File: src/rtl/xadc_pkg.sv
//------------------------------------------------------------------
// xadc_pkg - shared DRP widths, FSM state type and register addresses
// Rev 1.0
//------------------------------------------------------------------
`default_nettype none

package xadc_pkg;

  localparam int DRP_ADDR_W = 7;
  localparam int DRP_DATA_W = 16;

  localparam logic [DRP_ADDR_W-1:0] ADC_OUTPUT_ADDR = 7'h10;
  localparam logic [DRP_ADDR_W-1:0] TEMP_ADDR       = 7'h00;

  typedef enum logic [1:0] {
    ST_IDLE  = 2'd0,
    ST_ISSUE = 2'd1,
    ST_WAIT  = 2'd2,
    ST_RESP  = 2'd3
  } drp_state_e;

endpackage

`default_nettype wire

File: src/rtl/drp_rr_arb2.sv
//------------------------------------------------------------------
// drp_rr_arb2 - two-way round-robin grant, one-hot output
// Rev 1.0
//------------------------------------------------------------------
`default_nettype none

module drp_rr_arb2
  import xadc_pkg::*;
(
  input  logic [1:0] valid,
  input  logic       last_grant,
  output logic [1:0] grant
);

  always_comb begin
    grant = 2'b00;
    case (valid)
      2'b01:   grant = 2'b01;
      2'b10:   grant = 2'b10;
      // Under contention the requester not served last time wins.
      2'b11:   grant = last_grant ? 2'b01 : 2'b10;
      default: grant = 2'b00;
    endcase
  end

endmodule

`default_nettype wire

File: src/rtl/xadc_drp_arbiter.sv
//------------------------------------------------------------------
// xadc_drp_arbiter - shares the XADC DRP port between two requesters
// Rev 1.0
//------------------------------------------------------------------
`default_nettype none

module xadc_drp_arbiter
  import xadc_pkg::*;
#(
  parameter int TIMEOUT_CYCLES = 64
) (
  input  logic                  clk,
  input  logic                  rst,
  input  logic [1:0]            req_valid,
  input  logic [1:0]            req_we,
  input  logic [13:0]           req_addr,
  input  logic [31:0]           req_wdata,
  output logic [1:0]            req_accept,
  output logic [1:0]            rsp_valid,
  output logic [DRP_DATA_W-1:0] rsp_data,
  output logic                  rsp_timeout,
  output logic                  DCLK,
  output logic [DRP_ADDR_W-1:0] DADDR,
  output logic [DRP_DATA_W-1:0] DI,
  output logic                  DWE,
  output logic                  DEN,
  input  logic [DRP_DATA_W-1:0] DO,
  input  logic                  DRDY
);

  localparam int CNT_W = (TIMEOUT_CYCLES > 1) ? $clog2(TIMEOUT_CYCLES) : 1;
  localparam logic [CNT_W-1:0] CNT_LAST = CNT_W'(TIMEOUT_CYCLES - 1);

  drp_state_e            state_q, state_d;
  logic                  last_grant_q, last_grant_d;
  logic                  dwe_q, dwe_d;
  logic [DRP_ADDR_W-1:0] daddr_q, daddr_d;
  logic [DRP_DATA_W-1:0] di_q, di_d;
  logic [DRP_DATA_W-1:0] rsp_data_q, rsp_data_d;
  logic                  rsp_timeout_q, rsp_timeout_d;
  logic [CNT_W-1:0]      cnt_q, cnt_d;

  logic [1:0]            grant;
  logic [1:0]            accept;
  logic                  sel_we;
  logic [DRP_ADDR_W-1:0] sel_addr;
  logic [DRP_DATA_W-1:0] sel_wdata;

  drp_rr_arb2 u_arb (
    .valid      (req_valid),
    .last_grant (last_grant_q),
    .grant      (grant)
  );

  assign sel_we    = grant[1] ? req_we[1]          : req_we[0];
  assign sel_addr  = grant[1] ? req_addr[13:7]     : req_addr[6:0];
  assign sel_wdata = grant[1] ? req_wdata[31:16]   : req_wdata[15:0];

  always_comb begin
    state_d       = state_q;
    last_grant_d  = last_grant_q;
    dwe_d         = dwe_q;
    daddr_d       = daddr_q;
    di_d          = di_q;
    rsp_data_d    = rsp_data_q;
    rsp_timeout_d = rsp_timeout_q;
    cnt_d         = cnt_q;
    accept        = 2'b00;

    case (state_q)
      ST_IDLE: begin
        if (|grant) begin
          accept       = grant;
          last_grant_d = grant[1];
          dwe_d        = sel_we;
          daddr_d      = sel_addr;
          di_d         = sel_wdata;
          state_d      = ST_ISSUE;
        end
      end
      ST_ISSUE: begin
        cnt_d   = '0;
        state_d = ST_WAIT;
      end
      ST_WAIT: begin
        // DRDY is checked first so it wins on the final timeout cycle.
        if (DRDY) begin
          rsp_data_d    = dwe_q ? '0 : DO;
          rsp_timeout_d = 1'b0;
          state_d       = ST_RESP;
        end else if (cnt_q == CNT_LAST) begin
          rsp_data_d    = '0;
          rsp_timeout_d = 1'b1;
          state_d       = ST_RESP;
        end else begin
          cnt_d = cnt_q + CNT_W'(1);
        end
      end
      ST_RESP: begin
        state_d = ST_IDLE;
      end
      default: state_d = ST_IDLE;
    endcase
  end

  always_ff @(posedge clk or negedge rst) begin
    if (!rst) begin
      state_q       <= ST_IDLE;
      last_grant_q  <= 1'b1;
      dwe_q         <= 1'b0;
      daddr_q       <= '0;
      di_q          <= '0;
      rsp_data_q    <= '0;
      rsp_timeout_q <= 1'b0;
      cnt_q         <= '0;
    end else begin
      state_q       <= state_d;
      last_grant_q  <= last_grant_d;
      dwe_q         <= dwe_d;
      daddr_q       <= daddr_d;
      di_q          <= di_d;
      rsp_data_q    <= rsp_data_d;
      rsp_timeout_q <= rsp_timeout_d;
      cnt_q         <= cnt_d;
    end
  end

  // Accept is combinational from IDLE, so it is masked while reset is held.
  assign req_accept  = rst ? accept : 2'b00;
  assign rsp_valid   = (state_q == ST_RESP) ? (last_grant_q ? 2'b10 : 2'b01) : 2'b00;
  assign rsp_timeout = (state_q == ST_RESP) && rsp_timeout_q;
  assign rsp_data    = rsp_data_q;

  assign DCLK  = clk;
  assign DEN   = (state_q == ST_ISSUE);
  assign DWE   = dwe_q;
  assign DADDR = daddr_q;
  assign DI    = di_q;

endmodule

`default_nettype wire

File: config.mk
export PLATFORM = sky130hd
export DESIGN_NAME = xadc_drp_arbiter
export DESIGN_NICKNAME = d
export VERILOG_FILES = /design/src/rtl/xadc_pkg.sv /design/src/rtl/drp_rr_arb2.sv /design/src/rtl/xadc_drp_arbiter.sv
export SDC_FILE = /design/constraint.sdc
export NUM_CORES = 1
export LEC_CHECK = 0
export ABC_AREA = 1
export ABC_CLOCK_PERIOD_IN_PS = 2550
export CAP_MARGIN = 0
export CORE_UTILIZATION = 59
export CTS_CLUSTER_SIZE = 12
export DETAILED_ROUTE_END_ITERATION = 10
export DONT_BUFFER_PORTS = 1
export PLACE_DENSITY = 0.75
export SYNTH_ARGS = -nofsm -noshare
export SYNTH_HDL_FRONTEND = slang
export SYNTH_SLANG_ARGS = --single-unit
File: constraint.sdc
create_clock -name clk -period 2.55 [get_ports clk]
set_input_delay 0.255 -clock clk [delete_from_list [all_inputs] [get_ports clk]]
set_output_delay 0.255 -clock clk [all_outputs]
set_load 0.005 [all_outputs]
### Wiring heat map, run 1

(6 px per um) 13 x 13 tiles, from dark blue (low) to red (high), scaled to the fullest tile. Values are wire area over tile area, all layers added.
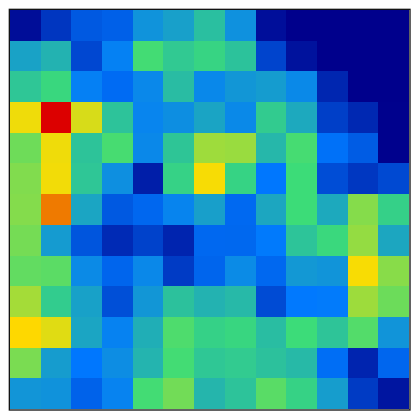
mean over tiles = 0.17
fullest tile = 0.49
emptiest ninth of the die = upper right
tiles over half the peak = 21%
Final Routed Wirelength: 4670 um
DR WL/cell: 13.9 um
GRT Resource Usage Total: 23.1%
via count: 1,817

### Metal layers overlaid, run 1

(6 px per um) Two of the layers only.
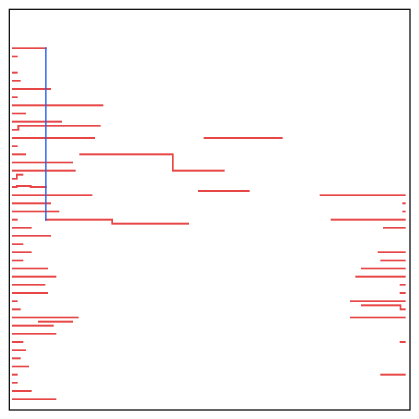
blue -> met4  # wire length 28.6 um
red -> met3  # wire length 375 um

==> out/metrics.yaml, run 1 <==
setup_path:
  cp_num_buf_inv: 1
  reg2reg_to: "rsp_data[1]"
  required_ns: 2.70
  worst-path-max-fanout: 19
  cp_slowest_cell: "or2_1"
  path_class: "reg2reg"
  rr_startpoint: "state_q[0]"
  critPathArrivalTime_ns: 1.98
  cp_slowest_stage_delay_ns: 0.59
  r2r_slack_ns: 0.72
  cpLargestDelayFamily: "simple AND/OR/NAND/NOR gates"
  endpoint_kind: "register"
  crit_chain: "inv_1 > ha_1 > nand2_4 > or2_1 > o21ai_0"
  r2r_cells: 5
  worstSetupStartpointType: "register"
yosys:
  edf_count: 0
  ys_cells: 288
  synth_cells: 288
  adder_share_pct: 3.05
  xor_area_share_pct: 0.356
  ys_area_sq_um: 2460
  synth.net_count: 363
  synth.most_common_cell: "nand2_1"
  ys_sh_mux_pct: 0
  ys_sh_simple_pct: 23.4
  yosys_warnings: 0
  topCellsByArea: "dfrtp_1 (50%), nand2_1 (11%), a31oi_1 (6.1%), nor2_1 (4.6%), inv_1 (4.4%)"
  ys_seq_share_pct: 50.9
  yosysTopAreaCellShare_pct: 49.9
  aoi_share_pct: 13.5
  top_cells_by_count: "nand2_1 (74), dfrtp_1 (49), nor2_1 (30)"
  ys_ff: 50
  synthFlopType: "dfrtp_1"
  netlist_area_sq_um: 2460
  synthArstFlopShare_pct: 100
  avgSynthCellArea_sq_um: 8.54
  synth_top_cell_by_area: "dfrtp_1"
  netlist_logic_family_top: "simple AND/OR/NAND/NOR gates"
  synthDistinctLibCells: 26
detailed_routing:
  drc: 0
  ant_nets: 0
  dr.pass1.iters: 4
  vias_per_cell: 5.42
  drtIter0Drc: 70
clock_network:
  clockBufferDepth: 2
  cts_tree: "yes"
  cts_resized: 0
  ctsRootBufferMaster: "clkbuf_8"
  cts_buffers: 5
  postCtsSetupBuffers: 0
  insertion_delay_ns: 0.30
  htreeDepth: 2
  ctsHoldBuffers: 2
  clk_pin_slew_worst_paths_ns: 0.09
  cts.sinks: 50
floorplanning:
  dieHeight_um: 66.6
  die_w_um: 66.6
  die-area_sq_um: 4430
  row_count: 23
  initCoreUtil_pct: 61.5
  io_pins: 116
place:
  port_buffers: 0
  routabilityCongestion: 0.745
  hpwl_um: 3350
final_timing:
  maxSlewViolCount: 0
  period_used_pct: 71.7
  finalClockSkew_ns: 0.00600
  rsz0062_at_grt: "no"
  hold_viol: 0
  timing.hold.ws_ns: 0.0837
  slew_headroom_pct: 54.2
  max_freq_mhz: 547
  tns_ns: 0
  final-setup-viol-count: 0
  worstMarginPinSlew_ns: 0.686
  min_period_ns: 1.83
outcome:
  status: "completed"
power_and_ir_drop:
  switching_power_w: 0.00107
  sw_frac_of_total_pct: 37.8
  peakVddDrop_v: 0.000566
  cellInternalPower_w: 0.00177
  clkPwrFrac_pct: 19.3
  p_per_area_nw_per_um2: 1100
  power_frac_seq_pct: 49.0
  p_comb_share_pct: 31.7
  p_leak_nw: 1.25
worst_hold_path:
  hold-path-cell-count: 2
  min_to: "rsp_data[14]"
  hold_start: "DO[14]"
  holdCritPathClass: "in2reg"
job:
  warnings: 30
  drv_cap: 0
global_routing:
  antenna_found_initial: 0
  grt_pass1_vias: 1763
  grt_pass1_wl_um: 7660
  grt_max_degree: 51
  grt-ovfl-total: 0
finish:
  lay_top_cells: "nand2_1 (74), dfrtp_1 (49), nor2_1 (30)"
  syn2layout_area_growth_pct: 5.34
  insertedDiodeCount: 0
  layout-drive-gt1-share_pct: 11.2
  lay_top_count: "nand2_1"
  nNetsFinal: 359
### Cell outlines without signal wires, run 1

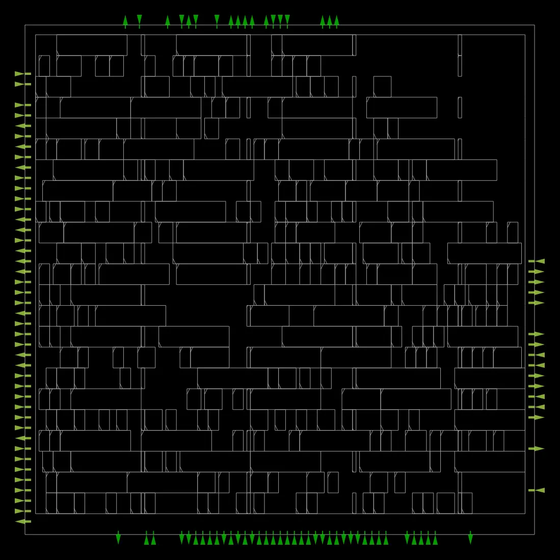
Tapcells: 50
fill count: 355
CORE AREA: 4000 sq um
Finished Core Util: 64.7%
fin cells: 335

-- run 1: metrics by stage --
stage                     worst slack, ns  cells  total power, W  area, sq um
after floorplan                     0.909    288         0.00218         2460
final                               0.723    335         0.00284         2590
after detailed placement            0.724    325         0.00231         2440
after global routing                0.540    335         0.00311         2590
after global placement              0.798    325         0.00227         2440
after CTS                           0.718    335         0.00288         2590
-- run 1: sequential cells by signal (all words and copies together), names as in the netlist --
signal / cells
rsp_timeout_q: 1
DI: 16
DWE: 1
last_grant_q: 1
state_q: 2
rsp_data: 16
DADDR: 7
cnt_q: 6
-- run 1: area by class of cell --
class	instances	area [sq um]	area share, %
clock buffers	5	68.8	2.66
clock inverters	3	43.8	1.69
inverters	30	113	4.35
multi-input cells	192	990	38.2
flip-flops and latches	50	1250	48.4
well taps	50	62.6	2.42
repair buffers	5	60.1	2.32
-- run 1: power by group through the flow --
stage | Combinational [W] | Clock (W) | Sequential, W
global route | 0.00107 | 0.000600 | 0.00145
global placement | 0.000858 | 0 | 0.00141
detailed placement | 0.000896 | 0 | 0.00142
floorplan | 0.000816 | 0.0000254 | 0.00134
CTS | 0.000914 | 0.000565 | 0.00140
finish | 0.000899 | 0.000548 | 0.00139
-- run 1: layer usage --
layer	vias to the layer above	track usage (%)	part of all wire (%)
met2	66	39.5	49
met1	828	26.5	42
met4	0	8.78	0.60
li1	920	-	-
met5	-	0	0
met3	3	7.88	8.0
-- run 1: worst max path at each step --
stage / startpoint / to / slack (ns) / cells after the start
after detailed placement: state_q[0] / rsp_data[1] / 0.72 / 5
final: state_q[0] / rsp_data[1] / 0.72 / 5
after global routing: state_q[0] / rsp_data[3] / 0.54 / 5
after floorplan: clk / DCLK / 0.91 / 1
after CTS: state_q[0] / rsp_data[1] / 0.72 / 5
after global placement: state_q[0] / rsp_data[1] / 0.80 / 5
==> inputs of run 2 (changes only) <==
--- a/config.mk
+++ b/config.mk
@@ -6,7 +6,7 @@
 export NUM_CORES = 1
 export LEC_CHECK = 0
 export ABC_AREA = 1
-export ABC_CLOCK_PERIOD_IN_PS = 2550
+export ABC_CLOCK_PERIOD_IN_PS = 1910
 export CAP_MARGIN = 0
 export CORE_UTILIZATION = 59
 export CTS_CLUSTER_SIZE = 12
==> constraint.sdc (replaced) <==
create_clock -name clk -period 1.91 [get_ports clk]
set_input_delay 0.191 -clock clk [delete_from_list [all_inputs] [get_ports clk]]
set_output_delay 0.191 -clock clk [all_outputs]
set_load 0.005 [all_outputs]
### Metal layers overlaid, run 2

(6 px per um) Two of the layers only.
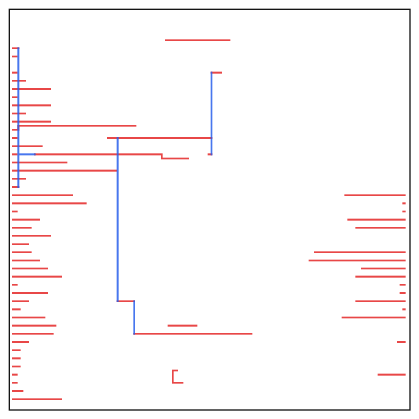
blue -> met4  # wire length 72.1 um
red -> met3  # wire length 375 um

==> run 2 against run 1 <==
- via count rose by 1.9%
- critical path depth did not move
- flip-flop count did not move
- sequential share of layout area did not move
- global-route usage rose by 1.4 points
- synthesized cell count did not move
- setup slack got worse by 0.60 ns
- non-clock buffer count rose by 1
- clock power rose by 14%
- first-iteration DRC count rose by 73%
- clock-buffer cell count rose by 3
- critical path type is now reg2out
- largest power group unchanged
==> out/metrics.yaml, run 2 <==
clock_network:
  insertion_delay_ns: 0.30
  ctsRootBufferMaster: "clkbuf_8"
  cts_buffers: 5
  cts.sinks: 50
  cts_tree: "yes"
  postCtsSetupBuffers: 0
yosys:
  synth.most_common_cell: "nand2_1"
  synthFlopType: "dfrtp_1"
  synth.net_count: 363
  ys_ff: 50
  yosysTopAreaCellShare_pct: 49.9
  synthDistinctLibCells: 26
  ys_cells: 288
  synthArstFlopShare_pct: 100
  netlist_area_sq_um: 2460
  ys_seq_share_pct: 50.9
  synth_top_cell_by_area: "dfrtp_1"
final_timing:
  max_freq_mhz: 561
  maxSlewViolCount: 0
  finalClockSkew_ns: 0.00411
  setup_ws_ns: 0.126
  min_period_ns: 1.78
  period_used_pct: 93.4
  timing.hold.ws_ns: 0.0183
power_and_ir_drop:
  switching_power_w: 0.00146
  p_leak_nw: 1.25
  clkPwrFrac_pct: 16.6
  p_per_area_nw_per_um2: 1450
  cellInternalPower_w: 0.00230
  finalPower_w: 0.00376
  sw_frac_of_total_pct: 38.9
global_routing:
  grt_util_met1_pct: 31.0
  grt_pass1_vias: 1762
  grt_pass1_wl_um: 8030
  antenna_found_initial: 0
setup_path:
  reg2reg_to: "rsp_data[0]"
  r2r_cells: 5
  worst-path-max-fanout: 25
  rr_startpoint: "state_q[0]"
  required_ns: 1.72
  endpoint: "req_accept[1]"
  r2r_slack_ns: 0.21
  path_class: "reg2out"
  worstSetupStartpointType: "register"
detailed_routing:
  vias: 1851
  ant_nets: 0
  drtIter0Drc: 121
  wl_per_cell_um: 14.7
  drc: 0
  wirelength_um: 4950
outcome:
  status: "completed"
floorplanning:
  dieHeight_um: 66.6
  initCoreUtil_pct: 61.5
  row_count: 23
  die-area_sq_um: 4430
job:
  warnings: 30
finish:
  lay_top_cells: "nand2_1 (74), dfrtp_1 (49), nor2_1 (30)"
  final_util_pct: 64.7
  insertedDiodeCount: 0
  seq_area_sq_um: 1250
  lay_top_count: "nand2_1"
  instances_no_fill: 336
  syn2layout_area_growth_pct: 5.34
place:
  dp_cells: 326
  hpwl_um: 3560
-- run 2: cells by family after synthesis --
kind of cell / count (synthesis) / synth area share (%)
buffers and inverters: 46 / 8.80
XOR/XNOR: 1 / 0.356
flip-flops: 50 / 50.9
AND/OR/NAND/NOR: 134 / 23.4
adder cells (fa/ha/maj): 6 / 3.05
AND-OR/OR-AND: 51 / 13.5
-- run 2: layout make-up --
type,count,area share [%]
well taps,50,2.42
flip-flops and latches,50,48.4
multi-input cells,192,38.2
repair buffers,6,3.09
inverters,30,4.44
clock buffers,8,3.48
-- run 2: worst max-delay path, stage by stage (launching register included) --
cell and delay, ns:
dfstp_2 0.56, nand2_1 0.05, nand2_1 0.30, inv_4 0.19, nand2_1 0.12, nor2_1 0.06
-- run 2: timing repair --
item	4_1_cts	5_1_grt
endpoints found under the hold margin	50	0
setup endpoints to repair	0	1
hold buffers	2	0
gates resized	0	2
-- run 2: layer usage --
metal	wire length [um]	part of all wire [%]	vias up
li1	-	-	921
met1	2200	44	848
met2	2310	47	72
met3	375	7.6	10
met4	72	1.5	0
met5	0	0	-
-- run 2: worst min path at each step --
stage                       from      endpoint  slack, ns  cells after the start
after CTS                 DO[10]  rsp_data[10]      0.007                      2
after global placement       rst      DADDR[1]      -0.10                      0
after global routing      DO[10]  rsp_data[10]       0.01                      2
after floorplan              rst      DADDR[0]      -0.10                      0
after detailed placement     rst        DI[11]      -0.10                      0
final                      DO[7]   rsp_data[7]       0.02                      2
-- run 2: power by group through the flow --
stage | registers [W] | logic [W] | clock network (W)
floorplan | 0.00179 | 0.00109 | 0.0000339
global placement | 0.00188 | 0.00118 | 0
detailed placement | 0.00189 | 0.00125 | 0
CTS | 0.00188 | 0.00127 | 0.000634
global route | 0.00194 | 0.00147 | 0.000671
finish | 0.00187 | 0.00126 | 0.000624
==> inputs of run 3 (changes only) <==
--- a/config.mk
+++ b/config.mk
@@ -6,7 +6,6 @@
 export NUM_CORES = 1
 export LEC_CHECK = 0
 export ABC_AREA = 1
-export ABC_CLOCK_PERIOD_IN_PS = 1910
 export CAP_MARGIN = 0
 export CORE_UTILIZATION = 59
 export CTS_CLUSTER_SIZE = 12
### Nets reached from selected ports, run 3

(8 px per um)
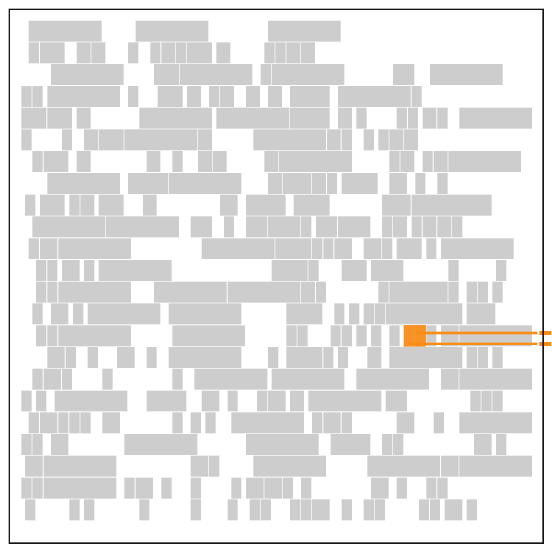
orange -> `req_accept`  # direction output, end cells 2, wire 31.2 um
PortBufs: 0
Ports: 116

==> run 3 against run 2 <==
- design area stayed put
- routed wire length stayed put
- cell count stayed put
- flip-flop count stayed put
==> out/metrics.yaml, run 3 <==
final_timing:
  timing.hold.ws_ns: 0.0183
  rsz0062_at_grt: "no"
  finalClockSkew_ns: 0.00411
  period_used_pct: 93.4
  tns_ns: 0
  min_period_ns: 1.78
  final-setup-viol-count: 0
  hold_viol: 0
  max_freq_mhz: 561
detailed_routing:
  vias: 1851
  wl_per_cell_um: 14.7
  drc: 0
  drtIter0Drc: 121
  vias_per_cell: 5.51
  ant_nets: 0
finish:
  final_util_pct: 64.7
  layout-drive-gt1-share_pct: 10.8
  logic_area_sq_um: 990
  insertedDiodeCount: 0
  instances_no_fill: 336
  seq_area_sq_um: 1250
  nNetsFinal: 360
  lay_top_cells: "nand2_1 (74), dfrtp_1 (49), nor2_1 (30)"
  postLayoutCellArea_sq_um: 2590
  lay_top_count: "nand2_1"
  fillers: 363
power_and_ir_drop:
  p_comb_share_pct: 33.6
  pg_comb_w: 0.00126
  pg_seq_w: 0.00187
  cellInternalPower_w: 0.00230
  p_leak_nw: 1.25
  switching_power_w: 0.00146
  sw_frac_of_total_pct: 38.9
  finalPower_w: 0.00376
  clkPwrFrac_pct: 16.6
  p_per_area_nw_per_um2: 1450
  clock_power_w: 0.000624
yosys:
  yosysTopAreaCellShare_pct: 49.9
  netlist_logic_family_top: "simple AND/OR/NAND/NOR gates"
  ys_sh_simple_pct: 23.4
  synthDistinctLibCells: 26
  synth.net_count: 363
  synthFlopType: "dfrtp_1"
  netlist_area_sq_um: 2460
  synth.most_common_cell: "nand2_1"
  yosys_warnings: 0
  ys_area_sq_um: 2460
  edf_count: 0
  synth_cells: 288
  ys_seq_share_pct: 50.9
  avgSynthCellArea_sq_um: 8.54
  ys_cells: 288
  synthArstFlopShare_pct: 100
  ys_sh_mux_pct: 0
  aoi_share_pct: 13.5
  synth_top_cell_by_area: "dfrtp_1"
  ys_ff: 50
  adder_share_pct: 3.05
  xor_area_share_pct: 0.356
floorplanning:
  dieHeight_um: 66.6
  die_w_um: 66.6
  initCoreUtil_pct: 61.5
  core-area_sq_um: 4000
  die-area_sq_um: 4430
setup_path:
  r2r_slack_ns: 0.21
  endpoint_kind: "primary output"
  worst-path-max-fanout: 25
  critPathArrivalTime_ns: 1.59
  worstSetupStartpointType: "register"
  required_ns: 1.72
  path_class: "reg2out"
  cp_common_cell: "nand2_1"
  rr_startpoint: "state_q[0]"
  cp_slowest_cell: "dfstp_2"
  cp_num_buf_inv: 1
  cp_slowest_stage_delay_ns: 0.56
  r2r_cells: 5
  crit_chain: "nand2_1 > nand2_1 > inv_4 > nand2_1 > nor2_1"
  reg2reg_to: "rsp_data[0]"
place:
  routabilityCongestion: 0.743
  hpwl_um: 3560
  post-place-ws_ns: 0.205
  dpl_cell_area_sq_um: 2460
  dp_cells: 326
outcome:
  status: "completed"
worst_hold_path:
  holdCritPathClass: "in2reg"
  min_to: "rsp_data[7]"
  hold_start: "DO[7]"
  hold-path-cell-count: 2
clock_network:
  ctsRootBufferMaster: "clkbuf_8"
  cts.sinks: 50
  htreeDepth: 2
  insertion_delay_ns: 0.30
  cts_buffers: 5
global_routing:
  grt-ovfl-total: 0
  grt_usage_pct: 24.5
  grt_pass1_wl_um: 8030
  grt_max_degree: 51
  grt_pass1_vias: 1762
job:
  warnings: 30
  drv_cap: 0
run 3: cell counts after synthesis:
Identical to the previous run, type by type.
run 3: timing repair:
item / 4_1_cts / 5_1_grt
setup endpoints to repair: 0 / 1
hold buffers: 2 / 0
buffers inserted: 0 / 0
endpoints found under the hold margin: 50 / 0
gates resized: 0 / 2
run 3: cells by family after synthesis:
logic type,count (synthesis)
buffers and inverters,46
adders and majority gates,6
and+or+nand+nor,134
xor gates and xnor gates,1
AOI/OAI and AO/OA,51
DFF,50
run 3: how the worst max path moves through the flow:
| stage | start | end | slack, ns | depth (start not counted) |
|---|---|---|---|---|
| 2_1_floorplan | state_q[0] | rsp_data[10] | 0.41 | 8 |
| 3_3_place_gp | state_q[0] | rsp_data[2] | 0.28 | 5 |
| 3_5_place_dp | state_q[0] | rsp_data[0] | 0.20 | 5 |
| 4_1_cts | last_grant_q | req_accept[1] | 0.03 | 5 |
| 5_1_grt | last_grant_q | req_accept[1] | 0.01 | 5 |
| 6_report | last_grant_q | req_accept[1] | 0.13 | 5 |
run 3: final cells by class:
| type | count | share of cell area, % |
|---|---|---|
| clock buffers | 8 | 3.48 |
| inverters | 30 | 4.44 |
| multi-input cells | 192 | 38.2 |
| flip-flops and latches | 50 | 48.4 |
| well taps | 50 | 2.42 |
| repair buffers | 6 | 3.09 |
run 3: worst reg2reg max path, stage by stage (launching register included):
cell	delay (ns)
dfrtp_1	0.40
inv_1	0.09
ha_1	0.26
nand2_4	0.07
or2_1	0.56
o21ai_0	0.17
run 3: metal layers:
layer | GRT usage (%) | share of wire [%] | up-vias
met1 | 31.0 | 44 | 848
met2 | 39.4 | 47 | 72
li1 | - | - | 921
met5 | 0 | 0 | -
met3 | 7.53 | 7.6 | 10
met4 | 8.78 | 1.5 | 0

## Gallery

Sequential cells colored by netlist name.
(8 px per um) Other sequential cells in the stronger gray, the rest of the logic in the fainter gray.
picture 1
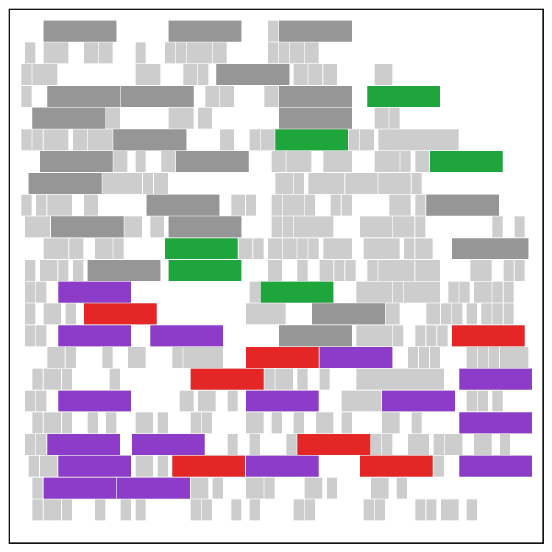
picture 2
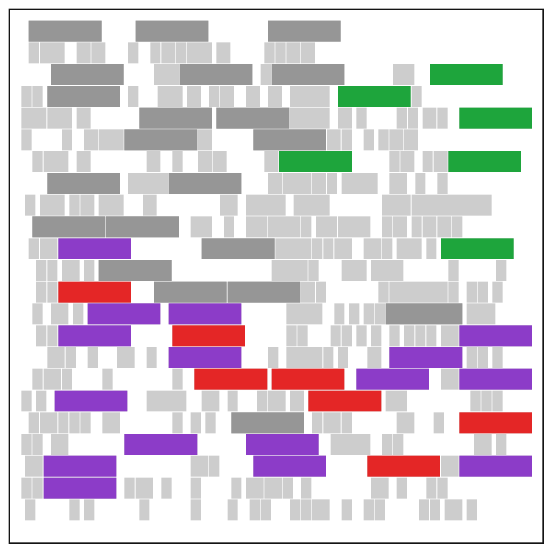
For run 3, see picture 2.
For run 1, see picture 1.

Key to picture 1:
green -> `cnt_q`  # sequential cells 6
purple -> `DI`  # sequential cells 16
red -> `DADDR`  # sequential cells 7
not colored = 21

Power and IR drop assume default switching activity.
